Run 1, where the registers sit:
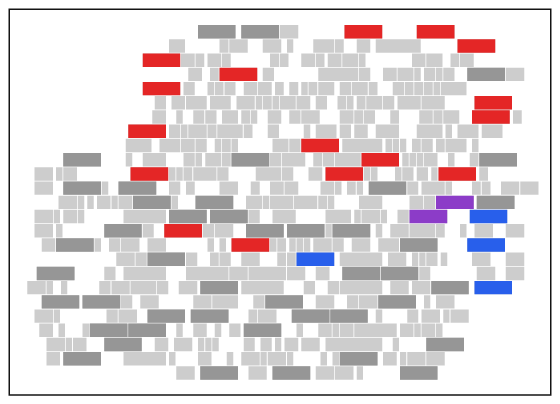
Run 1, port wiring:
Scale bar: 20 µm.
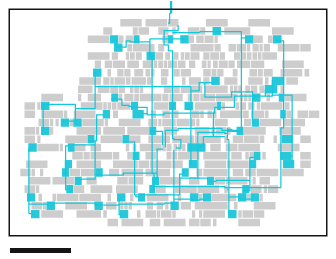
Run 1, metal 2:
Scale bar: 20 µm.
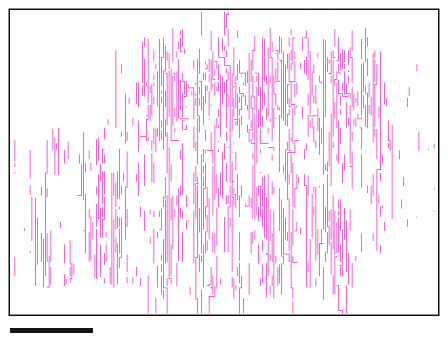
Run 1, placement view:
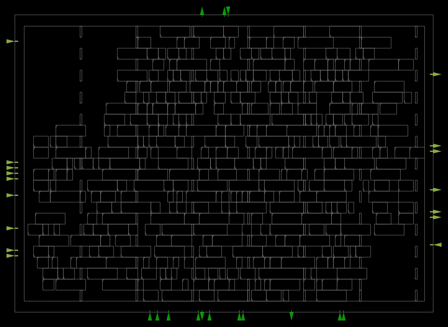
[config.mk]
export PLATFORM = sky130hd
export DESIGN_NAME = display_scan_controller
export DESIGN_NICKNAME = d
export VERILOG_FILES = /design/src/rtl/display_scan_controller.sv
export SDC_FILE = /design/constraint.sdc
export NUM_CORES = 1
export LEC_CHECK = 0
export CORE_ASPECT_RATIO = 0.7
export CORE_MARGIN = 2
export CORE_UTILIZATION = 50
export DETAILED_ROUTE_END_ITERATION = 16
export GPL_ROUTABILITY_DRIVEN = 0
export GPL_TIMING_DRIVEN = 0
export HOLD_SLACK_MARGIN = 0.12
export PLACE_DENSITY = 0.76
export SKIP_LAST_GASP = 1
export SYNTH_ARGS = -nofsm -noshare
export SYNTH_HDL_FRONTEND = slang
export SYNTH_SLANG_ARGS = --single-unit
export TNS_END_PERCENT = 1
[constraint.sdc]
create_clock -name clk -period 2.88 [get_ports clk]
set_clock_uncertainty 0.15 [all_clocks]
set_input_delay 0.576 -clock clk [delete_from_list [all_inputs] [get_ports clk]]
set_output_delay 0.576 -clock clk [all_outputs]
set_load 0.03 [all_outputs]
[src/rtl/display_scan_controller.sv]
// Time-multiplexed 4-digit display scanner: an all-off guard gap, then a dwell on each digit.
// New values wait in a shadow register and are swapped in only at frame boundaries.
module display_scan_controller #(
    parameter int unsigned DWELL = 50000,
    parameter int unsigned GUARD = 4
) (
    input  logic        clk,
    input  logic        rst_n,
    input  logic        load,
    input  logic [15:0] value,
    input  logic        blank_lz,
    output logic        ready,
    output logic [3:0]  bcd,
    output logic [3:0]  digit_an,
    output logic        frame_done
);

    localparam int unsigned GW = (GUARD > 1) ? $clog2(GUARD) : 1;
    localparam int unsigned DW = (DWELL > 1) ? $clog2(DWELL) : 1;
    localparam logic [GW-1:0] GMAX = GW'(GUARD - 1);
    localparam logic [DW-1:0] DMAX = DW'(DWELL - 1);

    typedef enum logic {S_GUARD = 1'b0, S_DRIVE = 1'b1} state_t;

    state_t         state;
    logic [GW-1:0]  gcnt;
    logic [DW-1:0]  dcnt;
    logic [1:0]     index;
    logic [15:0]    disp;
    logic           disp_blank;
    logic [15:0]    shadow;
    logic           shadow_blank;
    logic           pending;

    logic [3:0]     blank_c;
    logic [1:0]     idx_nxt_c;
    logic [15:0]    disp_nxt_c;
    logic [3:0]     nib_c;

    // Leading-zero blanking propagates downward from digit 3; digit 0 always stays lit.
    always_comb begin
        blank_c    = 4'b0000;
        blank_c[3] = disp_blank && (disp[15:12] == 4'h0);
        blank_c[2] = blank_c[3] && (disp[11:8] == 4'h0);
        blank_c[1] = blank_c[2] && (disp[7:4] == 4'h0);
    end

    // Nibble for the digit about to be entered, using the post-swap value at a frame boundary.
    always_comb begin
        idx_nxt_c  = index + 2'd1;
        disp_nxt_c = (index == 2'd3 && pending) ? shadow : disp;
        nib_c      = disp_nxt_c[{idx_nxt_c, 2'b00} +: 4];
    end

    always_ff @(posedge clk) begin
        if (!rst_n) begin
            state        <= S_GUARD;
            gcnt         <= '0;
            dcnt         <= '0;
            index        <= 2'd0;
            disp         <= 16'h0000;
            disp_blank   <= 1'b0;
            shadow       <= 16'h0000;
            shadow_blank <= 1'b0;
            pending      <= 1'b0;
            ready        <= 1'b1;
            bcd          <= 4'h0;
            digit_an     <= 4'b1111;
            frame_done   <= 1'b0;
        end else begin
            frame_done <= 1'b0;

            if (load && ready) begin
                shadow       <= value;
                shadow_blank <= blank_lz;
                pending      <= 1'b1;
                ready        <= 1'b0;
            end

            case (state)
                S_GUARD: begin
                    if (gcnt == GMAX) begin
                        state    <= S_DRIVE;
                        gcnt     <= '0;
                        dcnt     <= '0;
                        digit_an <= blank_c[index] ? 4'b1111 : ~(4'b0001 << index);
                        // With a single-cycle dwell the DRIVE entry cycle is also the last one.
                        if (DWELL == 1 && index == 2'd3)
                            frame_done <= 1'b1;
                    end else begin
                        gcnt <= gcnt + GW'(1);
                    end
                end
                S_DRIVE: begin
                    if (dcnt == DMAX) begin
                        state    <= S_GUARD;
                        gcnt     <= '0;
                        dcnt     <= '0;
                        digit_an <= 4'b1111;
                        index    <= idx_nxt_c;
                        bcd      <= nib_c;
                        if (index == 2'd3 && pending) begin
                            disp       <= shadow;
                            disp_blank <= shadow_blank;
                            pending    <= 1'b0;
                            ready      <= 1'b1;
                        end
                    end else begin
                        dcnt <= dcnt + DW'(1);
                        if (index == 2'd3 && (dcnt + DW'(1)) == DMAX)
                            frame_done <= 1'b1;
                    end
                end
                default: state <= S_GUARD;
            endcase
        end
    end

endmodule

==> run_results.csv, run 1 <==
group,metric,value,unit
status,status,"finished, final reports clean",
grt,grt_pass1_vias,2692,
power_and_ir_drop,power,1940,µW
logic_synthesis,syn_inst,371,
flow_run,maxCapViolCount,0,
grt,track_usage,0.238,
power_and_ir_drop,seq_power_share,0.498,
clocking,clkSinkCount,66,
routing,vias,2903,
logic_synthesis,ys_top_logic_family,"simple AND/OR/NAND/NOR gates",
sta,hold_slack,337,ps
grt,grt_overflow_total,0,
sta,finalHoldViolCount,0,
power_and_ir_drop,pwr-share-comb,0.099,
logic_synthesis,ys_cells,371,
logic_synthesis,area_leaders,"dfxtp_1 38%, nand2_1 6.5%, mux2i_1 6.4%",
final_layout,design_area,4060,µm²
logic_synthesis,synth-edff-count,0,
final_layout,drive_gt1_frac,0.113,
power_and_ir_drop,ir_drop,243,µV
power_and_ir_drop,p_leak,0.00145,µW
logic_synthesis,ys_ff,66,
clocking,cts-resized-gates,0,
logic_synthesis,synth.most_common_cell,"dfxtp_1",
routing,drc_errors,0,
logic_synthesis,simple_gate_share,0.255,
sta,drv_slew,0,
logic_synthesis,ys_sh_mux,0.116,
clocking,cts_setup_buffers,0,
sta,maxSlewHeadroom,0.528,
sta,worst_slack,528,ps
About 'where the registers sit':
[purple] gcnt | sequential cells: 2
[red] dcnt | sequential cells: 16
[blue] bcd | sequential cells: 4
not coloured: 44

About 'port wiring':
[cyan] rst_n | bits: 1 | direction: input | edge: top | end cells: 66 | buffers: 8 | wire: 952 µm

About 'metal 2':
share of all routed wire: 44%
main direction: vertical
wire length on this layer: 3,610 µm
longest straight run: 32.6 µm

About 'placement view':
CORE AREA: 6730 µm²
tapcell count: 94
non-filler cells, final: 510

run 1: metal layers:
metal  track usage  share of wire
met4        0.0760          0.021
met5             0              0
met1         0.338           0.49
met2         0.356           0.44
met3        0.0580          0.055
run 1: worst min-delay path by stage:
stage	start	endpoint	cells after the start
2_1_floorplan	shadow_blank	shadow_blank	2
3_3_place_gp	shadow[13]	shadow[13]	2
3_5_place_dp	shadow[4]	shadow[4]	2
4_1_cts	shadow_blank	shadow_blank	2
5_1_grt	shadow_blank	shadow_blank	2
6_report	shadow_blank	shadow_blank	2
run 1: power groups by stage:
stage / registers (µW) / clock network [µW] / logic [µW]
after CTS: 964 / 790 / 191
after global routing: 969 / 829 / 217
after global placement: 984 / 0 / 188
after detailed placement: 985 / 0 / 190
after floorplan: 983 / 0 / 112
final: 965 / 780 / 192
==> run 2, diff against run 1 <==
--- a/config.mk
+++ b/config.mk
@@ -12,7 +12,7 @@
 export GPL_ROUTABILITY_DRIVEN = 0
 export GPL_TIMING_DRIVEN = 0
 export HOLD_SLACK_MARGIN = 0.12
-export PLACE_DENSITY = 0.76
+export PLACE_DENSITY = 0.78
 export SKIP_LAST_GASP = 1
 export SYNTH_ARGS = -nofsm -noshare
 export SYNTH_HDL_FRONTEND = slang
==> constraint.sdc (replaced) <==
create_clock -name clk -period 1.97 [get_ports clk]
set_clock_uncertainty 0.15 [all_clocks]
set_input_delay 0.394 -clock clk [delete_from_list [all_inputs] [get_ports clk]]
set_output_delay 0.394 -clock clk [all_outputs]
set_load 0.03 [all_outputs]
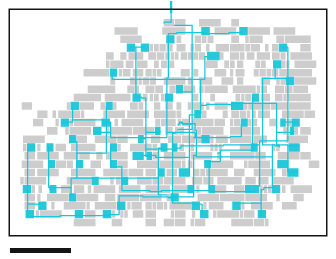
Run 2: port wiring
Scale bar: 20 µm.
[cyan] rst_n | bits: 1 | direction: input | edge: top | end cells: 66 | buffers: 8 | wire: 997 µm

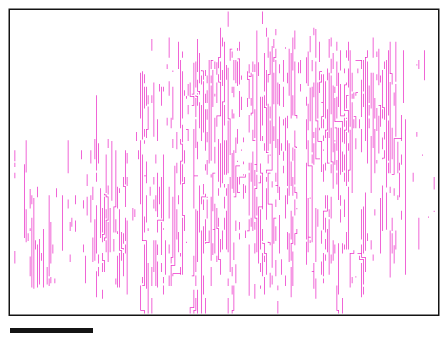
Run 2: metal 2
Scale bar: 20 µm.
longest straight run: 37.4 µm
wire length on this layer: 3,760 µm
nets with wire on the layer: 363
main direction: vertical
share of all routed wire: 44%

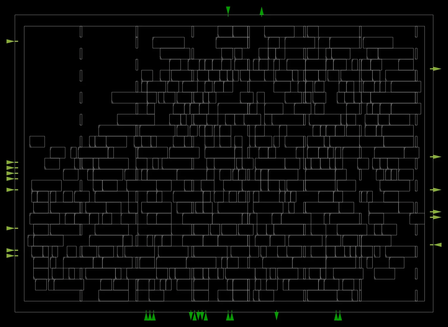
Run 2: placement view
flop count: 66
# rows: 25
final core utilization: 0.616

==> run 2 against run 1 <==
- the flow now finishes with violations (negative setup slack)
- critical endpoint is now frame_done
- die size is the same
- sequential share of layout area is 0.43 points lower
- sequential cell count is the same
- synthesized area stayed put
- highest routed layer unchanged
- power up 51%
- largest cell class unchanged
- worst setup slack got worse by 600 ps
==> run_results.csv, run 2 <==
group,metric,value,unit
status,violations,"negative setup slack",
sta,maxSlewHeadroom,0.465,
flow_run,maxCapViolCount,0,
status,status,"finished with violations",
grt,grtUsageMet1,0.355,
logic_synthesis,area_leaders,"dfxtp_1 38%, nand2_1 6.5%, mux2i_1 6.4%",
grt,track_usage,0.253,
sta,worst_slack,-71.8,ps
sta,hold_slack,318,ps
final_layout,design_area,4150,µm²
power_and_ir_drop,ir_drop,365,µV
logic_synthesis,simple_gate_share,0.255,
logic_synthesis,ys_top_logic_family,"simple AND/OR/NAND/NOR gates",
power_and_ir_drop,p_leak,0.00150,µW
logic_synthesis,syn_inst,371,
die,core_area,6730,µm²
power_and_ir_drop,pg_comb,298,µW
sta,setup_violations,16,
grt,grt_pass1_vias,2790,
final_layout,drive_gt1_frac,0.155,
run 2: timing repair:
item,4_1_cts,5_1_grt
resized,12,3
pin swaps,6,1
setup buffers,6,0
setup endpoints to repair,42,54
run 2: through the flow:
step	TNS (ps)	cells	worst slack, ps
after detailed placement	-14880	494	-398
final	-416	514	-71.8
after global placement	-12320	494	-373
after CTS	-436	514	-49.5
after floorplan	-59.4	371	-27.0
after global routing	-3970	514	-167
run 2: area by class of cell:
cell class,instances,share of cell area
clock buffer,12,0.0401
buffer,22,0.0323
timing repair buffer,35,0.0809
multi-input combinational,275,0.480
inverter,6,0.00543
tap,94,0.0284
clock inverter,4,0.0115
sequential,66,0.321
Power figures rest on the tool's default switching activity, not on a simulated workload.
